### Power grid, run 1

The bar under the picture is 50 um long. Pins as bars on the die edge.
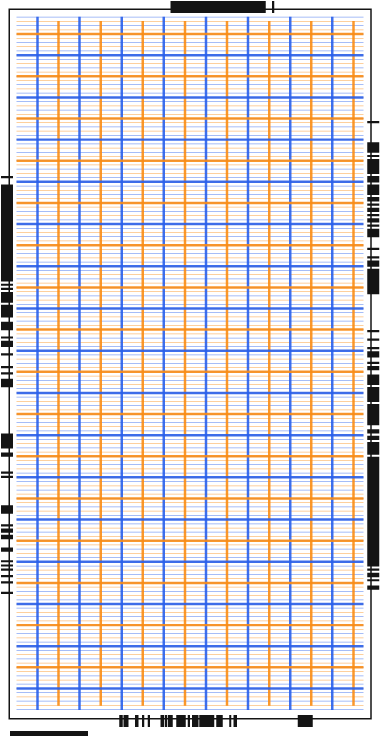
### Placement by cell class, run 1

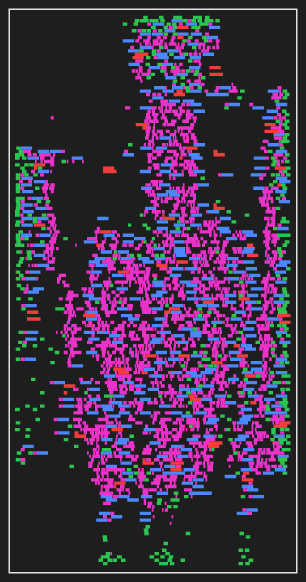
### Clock distribution, run 1

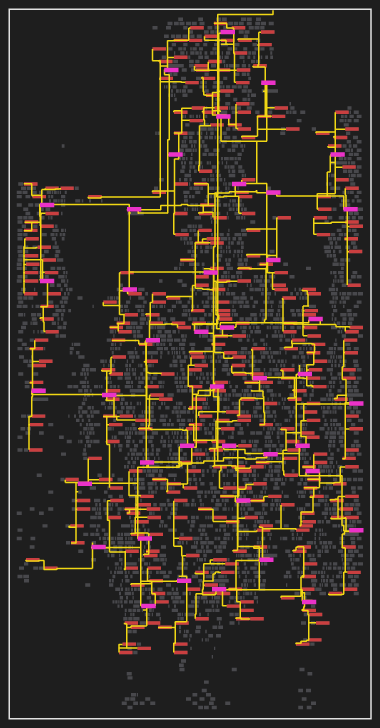
==> src/rtl/psljobsequencer_if.sv <==
// Job-sequencer bus: MMIO job setup/status plus the PSL read/write command and completion signals.
// master = sequencer side, slave = MMIO/PSL/core environment side.
interface psljobsequencer_if #(
  parameter int TAG_WIDTH = 5
);
  logic                 start_pls;
  logic [63:0]          read_base_addr;
  logic [63:0]          write_base_addr;
  logic [31:0]          num_items_to_process;
  logic                 rd_cmd_valid;
  logic                 rd_cmd_ready;
  logic [63:0]          rd_cmd_addr;
  logic [TAG_WIDTH-1:0] rd_cmd_tag;
  logic                 rd_resp_valid;
  logic                 res_valid;
  logic                 res_ready;
  logic [63:0]          wr_cmd_addr;
  logic [TAG_WIDTH-1:0] wr_cmd_tag;
  logic                 wr_resp_valid;
  logic [31:0]          num_reads_read_active;
  logic [31:0]          num_reads_written_active;
  logic                 busy;
  logic                 finish;

  modport master (
    input  start_pls, read_base_addr, write_base_addr, num_items_to_process,
    input  rd_cmd_ready, rd_resp_valid, res_valid, wr_resp_valid,
    output rd_cmd_valid, rd_cmd_addr, rd_cmd_tag, res_ready, wr_cmd_addr, wr_cmd_tag,
    output num_reads_read_active, num_reads_written_active, busy, finish
  );

  modport slave (
    output start_pls, read_base_addr, write_base_addr, num_items_to_process,
    output rd_cmd_ready, rd_resp_valid, res_valid, wr_resp_valid,
    input  rd_cmd_valid, rd_cmd_addr, rd_cmd_tag, res_ready, wr_cmd_addr, wr_cmd_tag,
    input  num_reads_read_active, num_reads_written_active, busy, finish
  );
endinterface

==> src/rtl/psljobsequencer.sv <==
// Issues one PSL read per item, then one write per core result, each under its own tag-credit window.
//
// state | meaning
// IDLE  | waiting for start_pls; counts of the last job stay visible
// RUN   | issuing reads/writes and collecting completions
// DONE  | single-cycle finish pulse, then back to IDLE
module psljobsequencer #(
  parameter int LINE_BYTES = 128,
  parameter int MAX_TAGS   = 32,
  parameter int TAG_WIDTH  = 5
) (
  input  logic              clk,
  input  logic              rst,
  input  logic              soft_rstb,
  psljobsequencer_if.master bus
);
  localparam int          LINE_SHIFT = $clog2(LINE_BYTES);
  localparam logic [31:0] MAX_OUT    = 32'(MAX_TAGS);

  typedef enum logic [1:0] {IDLE, RUN, DONE} state_e;

  state_e      state_q, state_d;
  logic [63:0] rd_base_q, rd_base_d, wr_base_q, wr_base_d;
  logic [31:0] n_q, n_d;
  logic [31:0] rd_issued_q, rd_issued_d, wr_issued_q, wr_issued_d;
  logic [31:0] rd_out_q, rd_out_d, wr_out_q, wr_out_d;
  logic [31:0] rd_cnt_q, rd_cnt_d, wr_cnt_q, wr_cnt_d;
  logic        busy_q, busy_d, finish_q, finish_d;

  logic rd_cmd_valid, res_ready, rd_acc, wr_acc, rd_rsp, wr_rsp, done_cond, running;

  assign running      = (state_q == RUN);
  assign rd_cmd_valid = running && (rd_issued_q < n_q) && (rd_out_q < MAX_OUT);
  assign res_ready    = running && (wr_issued_q < rd_cnt_q) && (wr_out_q < MAX_OUT);
  assign rd_acc       = rd_cmd_valid && bus.rd_cmd_ready;
  assign wr_acc       = res_ready && bus.res_valid;
  // A completion with nothing outstanding is stray and must not move any counter.
  assign rd_rsp       = running && bus.rd_resp_valid && (rd_out_q != '0);
  assign wr_rsp       = running && bus.wr_resp_valid && (wr_out_q != '0);
  assign done_cond    = (rd_issued_q == n_q) && (rd_cnt_q == n_q) &&
                        (wr_issued_q == n_q) && (wr_cnt_q == n_q);

  always_comb begin
    state_d     = state_q;
    rd_base_d   = rd_base_q;
    wr_base_d   = wr_base_q;
    n_d         = n_q;
    rd_issued_d = rd_issued_q;
    wr_issued_d = wr_issued_q;
    rd_out_d    = rd_out_q;
    wr_out_d    = wr_out_q;
    rd_cnt_d    = rd_cnt_q;
    wr_cnt_d    = wr_cnt_q;

    case (state_q)
      IDLE: begin
        if (bus.start_pls) begin
          state_d     = RUN;
          rd_base_d   = bus.read_base_addr;
          wr_base_d   = bus.write_base_addr;
          n_d         = bus.num_items_to_process;
          rd_issued_d = '0;
          wr_issued_d = '0;
          rd_out_d    = '0;
          wr_out_d    = '0;
          rd_cnt_d    = '0;
          wr_cnt_d    = '0;
        end
      end
      RUN: begin
        if (rd_acc) rd_issued_d = rd_issued_q + 32'd1;
        if (wr_acc) wr_issued_d = wr_issued_q + 32'd1;
        case ({rd_acc, rd_rsp})
          2'b10:   rd_out_d = rd_out_q + 32'd1;
          2'b01:   rd_out_d = rd_out_q - 32'd1;
          default: rd_out_d = rd_out_q;
        endcase
        case ({wr_acc, wr_rsp})
          2'b10:   wr_out_d = wr_out_q + 32'd1;
          2'b01:   wr_out_d = wr_out_q - 32'd1;
          default: wr_out_d = wr_out_q;
        endcase
        if (rd_rsp && (rd_cnt_q < n_q)) rd_cnt_d = rd_cnt_q + 32'd1;
        if (wr_rsp && (wr_cnt_q < n_q)) wr_cnt_d = wr_cnt_q + 32'd1;
        if (done_cond) state_d = DONE;
      end
      DONE:    state_d = IDLE;
      default: state_d = IDLE;
    endcase

    if (!soft_rstb) begin
      state_d     = IDLE;
      rd_base_d   = '0;
      wr_base_d   = '0;
      n_d         = '0;
      rd_issued_d = '0;
      wr_issued_d = '0;
      rd_out_d    = '0;
      wr_out_d    = '0;
      rd_cnt_d    = '0;
      wr_cnt_d    = '0;
    end

    busy_d   = (state_d == RUN);
    finish_d = (state_d == DONE);
  end

  always_ff @(posedge clk or posedge rst) begin
    if (rst) begin
      state_q     <= IDLE;
      rd_base_q   <= '0;
      wr_base_q   <= '0;
      n_q         <= '0;
      rd_issued_q <= '0;
      wr_issued_q <= '0;
      rd_out_q    <= '0;
      wr_out_q    <= '0;
      rd_cnt_q    <= '0;
      wr_cnt_q    <= '0;
      busy_q      <= 1'b0;
      finish_q    <= 1'b0;
    end else begin
      state_q     <= state_d;
      rd_base_q   <= rd_base_d;
      wr_base_q   <= wr_base_d;
      n_q         <= n_d;
      rd_issued_q <= rd_issued_d;
      wr_issued_q <= wr_issued_d;
      rd_out_q    <= rd_out_d;
      wr_out_q    <= wr_out_d;
      rd_cnt_q    <= rd_cnt_d;
      wr_cnt_q    <= wr_cnt_d;
      busy_q      <= busy_d;
      finish_q    <= finish_d;
    end
  end

  assign bus.rd_cmd_valid             = rd_cmd_valid;
  assign bus.rd_cmd_addr              = rd_base_q + (64'(rd_issued_q) << LINE_SHIFT);
  assign bus.rd_cmd_tag               = rd_issued_q[TAG_WIDTH-1:0];
  assign bus.res_ready                = res_ready;
  assign bus.wr_cmd_addr              = wr_base_q + (64'(wr_issued_q) << LINE_SHIFT);
  assign bus.wr_cmd_tag               = wr_issued_q[TAG_WIDTH-1:0];
  assign bus.num_reads_read_active    = rd_cnt_q;
  assign bus.num_reads_written_active = wr_cnt_q;
  assign bus.busy                     = busy_q;
  assign bus.finish                   = finish_q;
endmodule

==> src/flat_wrapper.sv <==
// flat-port wrapper written by rule: the top's interface ports become plain ports
module psljobsequencer_flat 
#(
  parameter int LINE_BYTES = 128,
  parameter int MAX_TAGS   = 32,
  parameter int TAG_WIDTH  = 5
)
  (clk, rst, soft_rstb, bus_start_pls, bus_read_base_addr, bus_write_base_addr, bus_num_items_to_process, bus_rd_cmd_ready, bus_rd_resp_valid, bus_res_valid, bus_wr_resp_valid, bus_rd_cmd_valid, bus_rd_cmd_addr, bus_rd_cmd_tag, bus_res_ready, bus_wr_cmd_addr, bus_wr_cmd_tag, bus_num_reads_read_active, bus_num_reads_written_active, bus_busy, bus_finish);
  psljobsequencer_if #(.TAG_WIDTH(TAG_WIDTH)) bus_i ();
  input  logic clk;
  input  logic rst;
  input  logic soft_rstb;
  input wire logic [$bits(bus_i.start_pls)-1:0] bus_start_pls;
  input wire logic [$bits(bus_i.read_base_addr)-1:0] bus_read_base_addr;
  input wire logic [$bits(bus_i.write_base_addr)-1:0] bus_write_base_addr;
  input wire logic [$bits(bus_i.num_items_to_process)-1:0] bus_num_items_to_process;
  input wire logic [$bits(bus_i.rd_cmd_ready)-1:0] bus_rd_cmd_ready;
  input wire logic [$bits(bus_i.rd_resp_valid)-1:0] bus_rd_resp_valid;
  input wire logic [$bits(bus_i.res_valid)-1:0] bus_res_valid;
  input wire logic [$bits(bus_i.wr_resp_valid)-1:0] bus_wr_resp_valid;
  output wire logic [$bits(bus_i.rd_cmd_valid)-1:0] bus_rd_cmd_valid;
  output wire logic [$bits(bus_i.rd_cmd_addr)-1:0] bus_rd_cmd_addr;
  output wire logic [$bits(bus_i.rd_cmd_tag)-1:0] bus_rd_cmd_tag;
  output wire logic [$bits(bus_i.res_ready)-1:0] bus_res_ready;
  output wire logic [$bits(bus_i.wr_cmd_addr)-1:0] bus_wr_cmd_addr;
  output wire logic [$bits(bus_i.wr_cmd_tag)-1:0] bus_wr_cmd_tag;
  output wire logic [$bits(bus_i.num_reads_read_active)-1:0] bus_num_reads_read_active;
  output wire logic [$bits(bus_i.num_reads_written_active)-1:0] bus_num_reads_written_active;
  output wire logic [$bits(bus_i.busy)-1:0] bus_busy;
  output wire logic [$bits(bus_i.finish)-1:0] bus_finish;
  assign bus_i.start_pls = bus_start_pls;
  assign bus_i.read_base_addr = bus_read_base_addr;
  assign bus_i.write_base_addr = bus_write_base_addr;
  assign bus_i.num_items_to_process = bus_num_items_to_process;
  assign bus_i.rd_cmd_ready = bus_rd_cmd_ready;
  assign bus_i.rd_resp_valid = bus_rd_resp_valid;
  assign bus_i.res_valid = bus_res_valid;
  assign bus_i.wr_resp_valid = bus_wr_resp_valid;
  assign bus_rd_cmd_valid = bus_i.rd_cmd_valid;
  assign bus_rd_cmd_addr = bus_i.rd_cmd_addr;
  assign bus_rd_cmd_tag = bus_i.rd_cmd_tag;
  assign bus_res_ready = bus_i.res_ready;
  assign bus_wr_cmd_addr = bus_i.wr_cmd_addr;
  assign bus_wr_cmd_tag = bus_i.wr_cmd_tag;
  assign bus_num_reads_read_active = bus_i.num_reads_read_active;
  assign bus_num_reads_written_active = bus_i.num_reads_written_active;
  assign bus_busy = bus_i.busy;
  assign bus_finish = bus_i.finish;
  psljobsequencer #(.LINE_BYTES(LINE_BYTES), .MAX_TAGS(MAX_TAGS), .TAG_WIDTH(TAG_WIDTH)) u_core (.clk(clk), .rst(rst), .soft_rstb(soft_rstb), .bus(bus_i));
endmodule
==> config.mk <==
export PLATFORM = sky130hd
export DESIGN_NAME = psljobsequencer_flat
export DESIGN_NICKNAME = d
export VERILOG_FILES = /design/src/rtl/psljobsequencer_if.sv /design/src/rtl/psljobsequencer.sv /design/src/flat_wrapper.sv
export SDC_FILE = /design/constraint.sdc
export NUM_CORES = 1
export LEC_CHECK = 0
export CORE_ASPECT_RATIO = 2
export CORE_MARGIN = 4
export CORE_UTILIZATION = 25
export CTS_CLUSTER_SIZE = 40
export DETAILED_ROUTE_END_ITERATION = 7
export SYNTH_ARGS = -nofsm -noshare
export SYNTH_HDL_FRONTEND = slang
export SYNTH_SLANG_ARGS = --single-unit
==> constraint.sdc <==
create_clock -name clk -period 11.55 [get_ports clk]
set_input_delay 1.155 -clock clk [delete_from_list [all_inputs] [get_ports clk]]
set_output_delay 1.155 -clock clk [all_outputs]
set_load 0.01 [all_outputs]
==> impl_metrics.py, run 1 <==
# Auto-generated metrics
metrics = {
    "hold_path": {
        "holdPathStages": 1,
        "hp-start": "u_core.rd_base_q[36]",
    },
    "setup_path": {
        "cp-end-kind": "output pin",
        "worstSetupEndpoint": "bus_rd_cmd_addr[63]",
        "crit_chain": "ha_1, inv_1, fa_1, nor2b_1, o21ai_0, a21boi_0, o311a_1, o211ai_1, a211oi_1, o21ai_0, and2_1, nor3_1, xor2_1, clkdlybuf4s50_1",
        "path_common_cell": "o21ai_0",
        "critPathBufInv": 2,
    },
    "sta": {
        "setup_violations": 0,
        "final-hold-violation-count": 0,
        "skew_ns": 0.03851,
        "timing.final.crit_share_pct": 58.15,
    },
    "finish": {
        "final_cells": 4457,
        "top_regs": "u_core.rd_base_q x64, u_core.wr_base_q x64",
        "nets": 3517,
    },
    "place": {
        "place_congestion": 0.8882,
        "port_buffers": 373,
        "place_ws_ns": 5.057,
    },
    "synth": {
        "syn_area_um2": 25110,
        "synth.distinct_cells": 74,
        "synth_nets": 3191,
        "edf_count": 0,
        "ys_cells": 2764,
    },
    "routing": {
        "vias": 22560,
        "final_antenna_net_count": 0,
        "drc_errors": 0,
        "initialDrtViolationCount": 1305,
        "wl_per_cell_um": 21.42,
    },
    "run": {
        "warning_count": 32,
    },
    "global_route": {
        "grt.total_usage_pct": 17.42,
        "grt_start_max_net_pins": 143,
        "grt_pass1_vias": 22900,
    },
    "clocking": {
        "clkSinkCount": 356,
        "cts-root-buf": "clkbuf_16",
        "path_clk_slew_ns": 0.06,
        "cts_resized": 0,
    },
    "floorplan": {
        "initCoreUtil_pct": 25.17,
        "die_y_um": 456.2,
        "pin_count": 374,
    },
    "status": {
        "status": "finished, final reports clean",
    },
}
Notes on 'Power grid' above:
legend:
  orange:
    net: VDD
  blue:
    net: VSS
met5 straps: 32
rows: 164

Notes on 'Placement by cell class' above:
legend:
  blue:
    class: flops
    cells: 356
    share_of_their_area: 30%
  green:
    class: other buffers and delay cells
    cells: 396
    share_of_their_area: 13%
  red:
    class: clock drivers and dummy loads
    cells: 75
    share_of_their_area: 5.1%
  magenta:
    class: combinational and other logic
    cells: 2295
    share_of_their_area: 52%

Notes on 'Clock distribution' above:
legend:
  magenta:
    item: clock drivers
    count: 41
  red:
    item: flip-flops
    count: 356
  yellow:
    item: clock wires
    length: 6640 um
flops lie: all over the die
routed clock nets: 42

[run 1: layer usage]
metal	GRT usage, %	up-vias	share of wire [%]
li1	-	10760	-
met1	20.09	11050	39
met2	32.11	613	51
met3	3.345	131	5.8
met4	5.532	4	3.4
met5	0	-	0.028
[run 1: placed cells by master, fill, tap and decap left out, drive strengths merged, types with 77 or more instances in the layout]
master	netlist	layout
a21oi	172	172
nand2	262	262
a22o	129	129
ha	255	255
a21o	99	99
xor2	98	98
clkdlybuf4s50	0	373
dfrtp	356	356
nor2	167	167
inv	124	125
nand4	77	77
o21ai	164	164
xnor2	174	174
nand3	96	96
[run 1: area by class of cell]
class	count	area [um^2]	area share [%]
Inverter	124	473.0	1.488
Sequential cell	356	8909	28.03
Multi-Input combinational cell	2171	15250	47.98
Timing Repair Buffer	396	3931	12.37
Tap cell	1328	1662	5.228
Antenna cell	7	17.52	0.05511
Clock inverter	20	351.6	1.106
Clock buffer	55	1190	3.743
[run 1: where the power goes]
| part | total, W | switching (W) | internal, W | leakage (nW) |
|---|---|---|---|---|
| clock network | 0.00152 | 0.000616 | 0.000909 | 0.733 |
| logic | 0.000478 | 0.000270 | 0.000208 | 8.60 |
| registers | 0.00133 | 0.0000379 | 0.00129 | 4.89 |
[run 1: logic make-up (layout without fill, tap and decap cells)]
family                     after synthesis  count (layout)  synth area share (%)
AOI/OAI and AO/OA                      750             750                 20.23
xor gates and xnor gates               272             272                 9.489
adders and majority gates              259             259                 13.03
buffers and inverters                  237             595                 3.917
DFF                                    356             356                 35.48
muxes                                    6               6                0.2392
other                                    0               7                     0
and+or+nand+nor                        884             884                 17.61
==> run 2: changes to the inputs <==
- clock period: 11.55 -> 5.65 ns (I/O delays scaled with it)
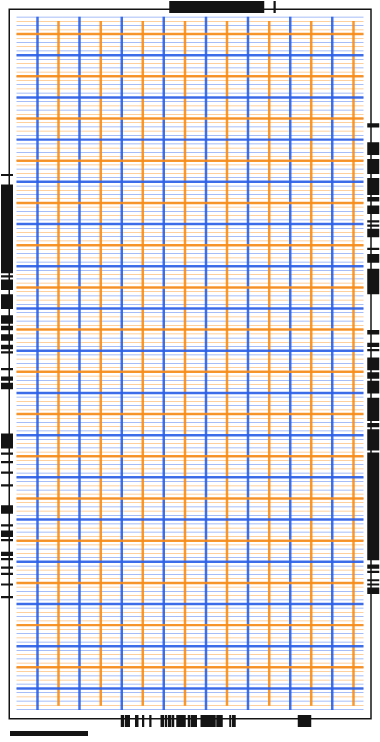
*Power grid, run 2*
The bar under the picture is 50 um long. Pins as bars on the die edge.
legend:
  blue:
    net: VSS
  orange:
    net: VDD
rows: 164
met1 rails: 165

==> run 2 against run 1 <==
Power grew 100%; clock skew hardly changed; routed wire length grew 4.6%; core utilization up 0.87 points; non-clock buffer count increased by 100; area after synthesis stayed put; combinational power up 110%; cell count is 2.2% higher; highest routed layer unchanged; register-to-register slack worse by 4.7 ns; sequential share of layout area shrank 0.74 points.
==> impl_metrics.py, run 2 <==
# Auto-generated metrics
metrics = {
    "status": {
        "status": "finished, final reports clean",
    },
    "place": {
        "hpwlAfterDp_um": 78290,
        "place_congestion": 0.9269,
        "place_ws_ns": -0.4209,
        "port_buffers": 373,
    },
    "routing": {
        "drc_errors": 0,
        "wl_per_cell_um": 21.92,
        "vias": 22970,
        "top_layer_used": "met5",
        "dr_wl_met2_um": 50320,
        "met3WireLength_um": 5866,
        "initialDrtViolationCount": 1199,
        "wl_met1_um": 38830,
        "final_antenna_net_count": 0,
    },
    "floorplan": {
        "die_y_um": 456.2,
        "pin_count": 374,
        "initCoreUtil_pct": 25.17,
    },
    "synth": {
        "ys_chip_area_um2": 25110,
        "top_area_share_pct": 35.48,
        "synth.distinct_cells": 74,
        "syn_area_um2": 25110,
        "synth_nets": 3191,
        "ys_cells": 2764,
        "edf_count": 0,
    },
    "global_route": {
        "grt.met1_usage_pct": 20.76,
        "grt_start_max_net_pins": 154,
        "grtUsageMet2_pct": 32.64,
        "grt-ovfl-total": 0,
        "gr-max-usage-layer": "met2",
        "grt_pass1_vias": 23650,
        "grt_util_met3_pct": 3.432,
        "grt.total_usage_pct": 18.12,
    },
    "setup_path": {
        "reg2reg_from": "u_core.rd_issued_q[9]",
        "worstPathMaxFanout": 10,
        "worstSetupStartpoint": "u_core.rd_issued_q[9]",
        "cp_num_cells": 19,
        "worstSetupEndpoint": "u_core.rd_out_q[29]",
        "cp-end-kind": "register",
        "crit_chain": "ha_1, a21o_1, a21o_1, a221oi_2, buf_4, o211ai_1, a2111oi_4, and2b_4, ha_1, a21o_1, o21ai_0, a311o_1, o211ai_1, a221oi_2, o21ai_2, a211oi_2, o21ai_1, nor4b_1, or3_1",
        "path_common_cell": "a21o_1",
        "critPathBufInv": 1,
    },
    "pwr": {
        "pwr-share-comb_pct": 14.7,
        "power.share.sequential_pct": 39.7,
        "p_sw_w": 0.001890,
        "clkPwrFrac_pct": 45.6,
        "p_leak_nw": 14.79,
        "p_int_w": 0.004926,
        "swShare_pct": 27.73,
    },
    "clocking": {
        "path_clk_slew_ns": 0.07,
        "cts-root-buf": "clkbuf_16",
        "clkSinkCount": 356,
        "ctsHoldBuffers": 0,
    },
    "run": {
        "warning_count": 38,
    },
    "sta": {
        "final-hold-violation-count": 0,
        "skew_ns": 0.03843,
        "timing.final.crit_share_pct": 95.57,
        "setup_violations": 0,
    },
    "finish": {
        "final_cell_mix": "373 x clkdlybuf4s50_1, 356 x dfrtp_1, 261 x nand2_1",
        "lay_top_count": "clkdlybuf4s50_1",
        "synthToLayoutAreaGrowth_pct": 30.05,
        "nets": 3617,
        "top_regs": "u_core.rd_base_q x64, u_core.wr_base_q x64",
    },
}
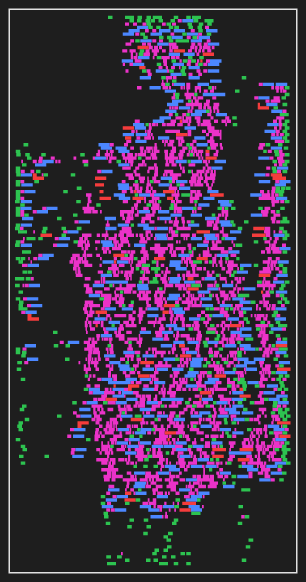
*Placement by cell class, run 2*
legend:
  red:
    class: clock drivers and dummy loads
    cells: 76
    share_of_their_area: 4.9%
  green:
    class: other buffers and delay cells
    cells: 496
    share_of_their_area: 15%
  magenta:
    class: combinational and other logic
    cells: 2295
    share_of_their_area: 51%
  blue:
    class: flops
    cells: 356
    share_of_their_area: 29%

## run 2: what timing repair did
action / CTS / global route
gates resized: 9 / 12
hold endpoints to repair: 0 / 0
pin swaps: 2 / 4
buffers inserted: 1 / 0
endpoints found under the setup margin: 22 / 21
## run 2: cell type report
type / count / area (um^2) / area share, %
diodes: 2 / 5.005 / 0.01533
well taps: 1328 / 1662 / 5.089
inverters: 124 / 469.2 / 1.437
clock buffers: 52 / 1137 / 3.484
repair buffers: 496 / 4757 / 14.57
flip-flops and latches: 356 / 8909 / 27.29
clock inverters: 24 / 385.4 / 1.180
multi-input cells: 2171 / 15320 / 46.94
## run 2: power groups by stage
stage | logic, W | clock network, W | registers (W)
5_1_grt | 0.00109 | 0.00328 | 0.00271
4_1_cts | 0.00102 | 0.00320 | 0.00271
3_5_place_dp | 0.00101 | 0 | 0.00275
6_report | 0.00100 | 0.00311 | 0.00271
2_1_floorplan | 0.000513 | 0 | 0.00273
3_3_place_gp | 0.00101 | 0 | 0.00275
## run 2: through the flow
stage               total power [W]  setup TNS (ns)  cells  hold slack [ns]  instance area (um^2)
global placement           0.003757          -1.589   4474           0.4887                 31040
finish                     0.006816               0   4553           0.4726                 32650
floorplan                  0.003245               0   2764           0.4701                 25110
CTS                        0.006922               0   4551           0.4676                 32610
global route               0.007084               0   4552           0.5155                 32650
detailed placement         0.003762          -1.396   4474           0.4906                 31040
## run 2: cells by family after synthesis
| family | Yosys count | synth area share (%) |
|---|---|---|
| simple gates | 884 | 17.61 |
| compound gates | 750 | 20.23 |
| flops | 356 | 35.48 |
| xor+xnor | 272 | 9.489 |
| fa+ha+maj | 259 | 13.03 |
| buf+inv | 237 | 3.917 |
| mux | 6 | 0.2392 |
Power figures rest on the tool's default switching activity, not on a simulated workload.
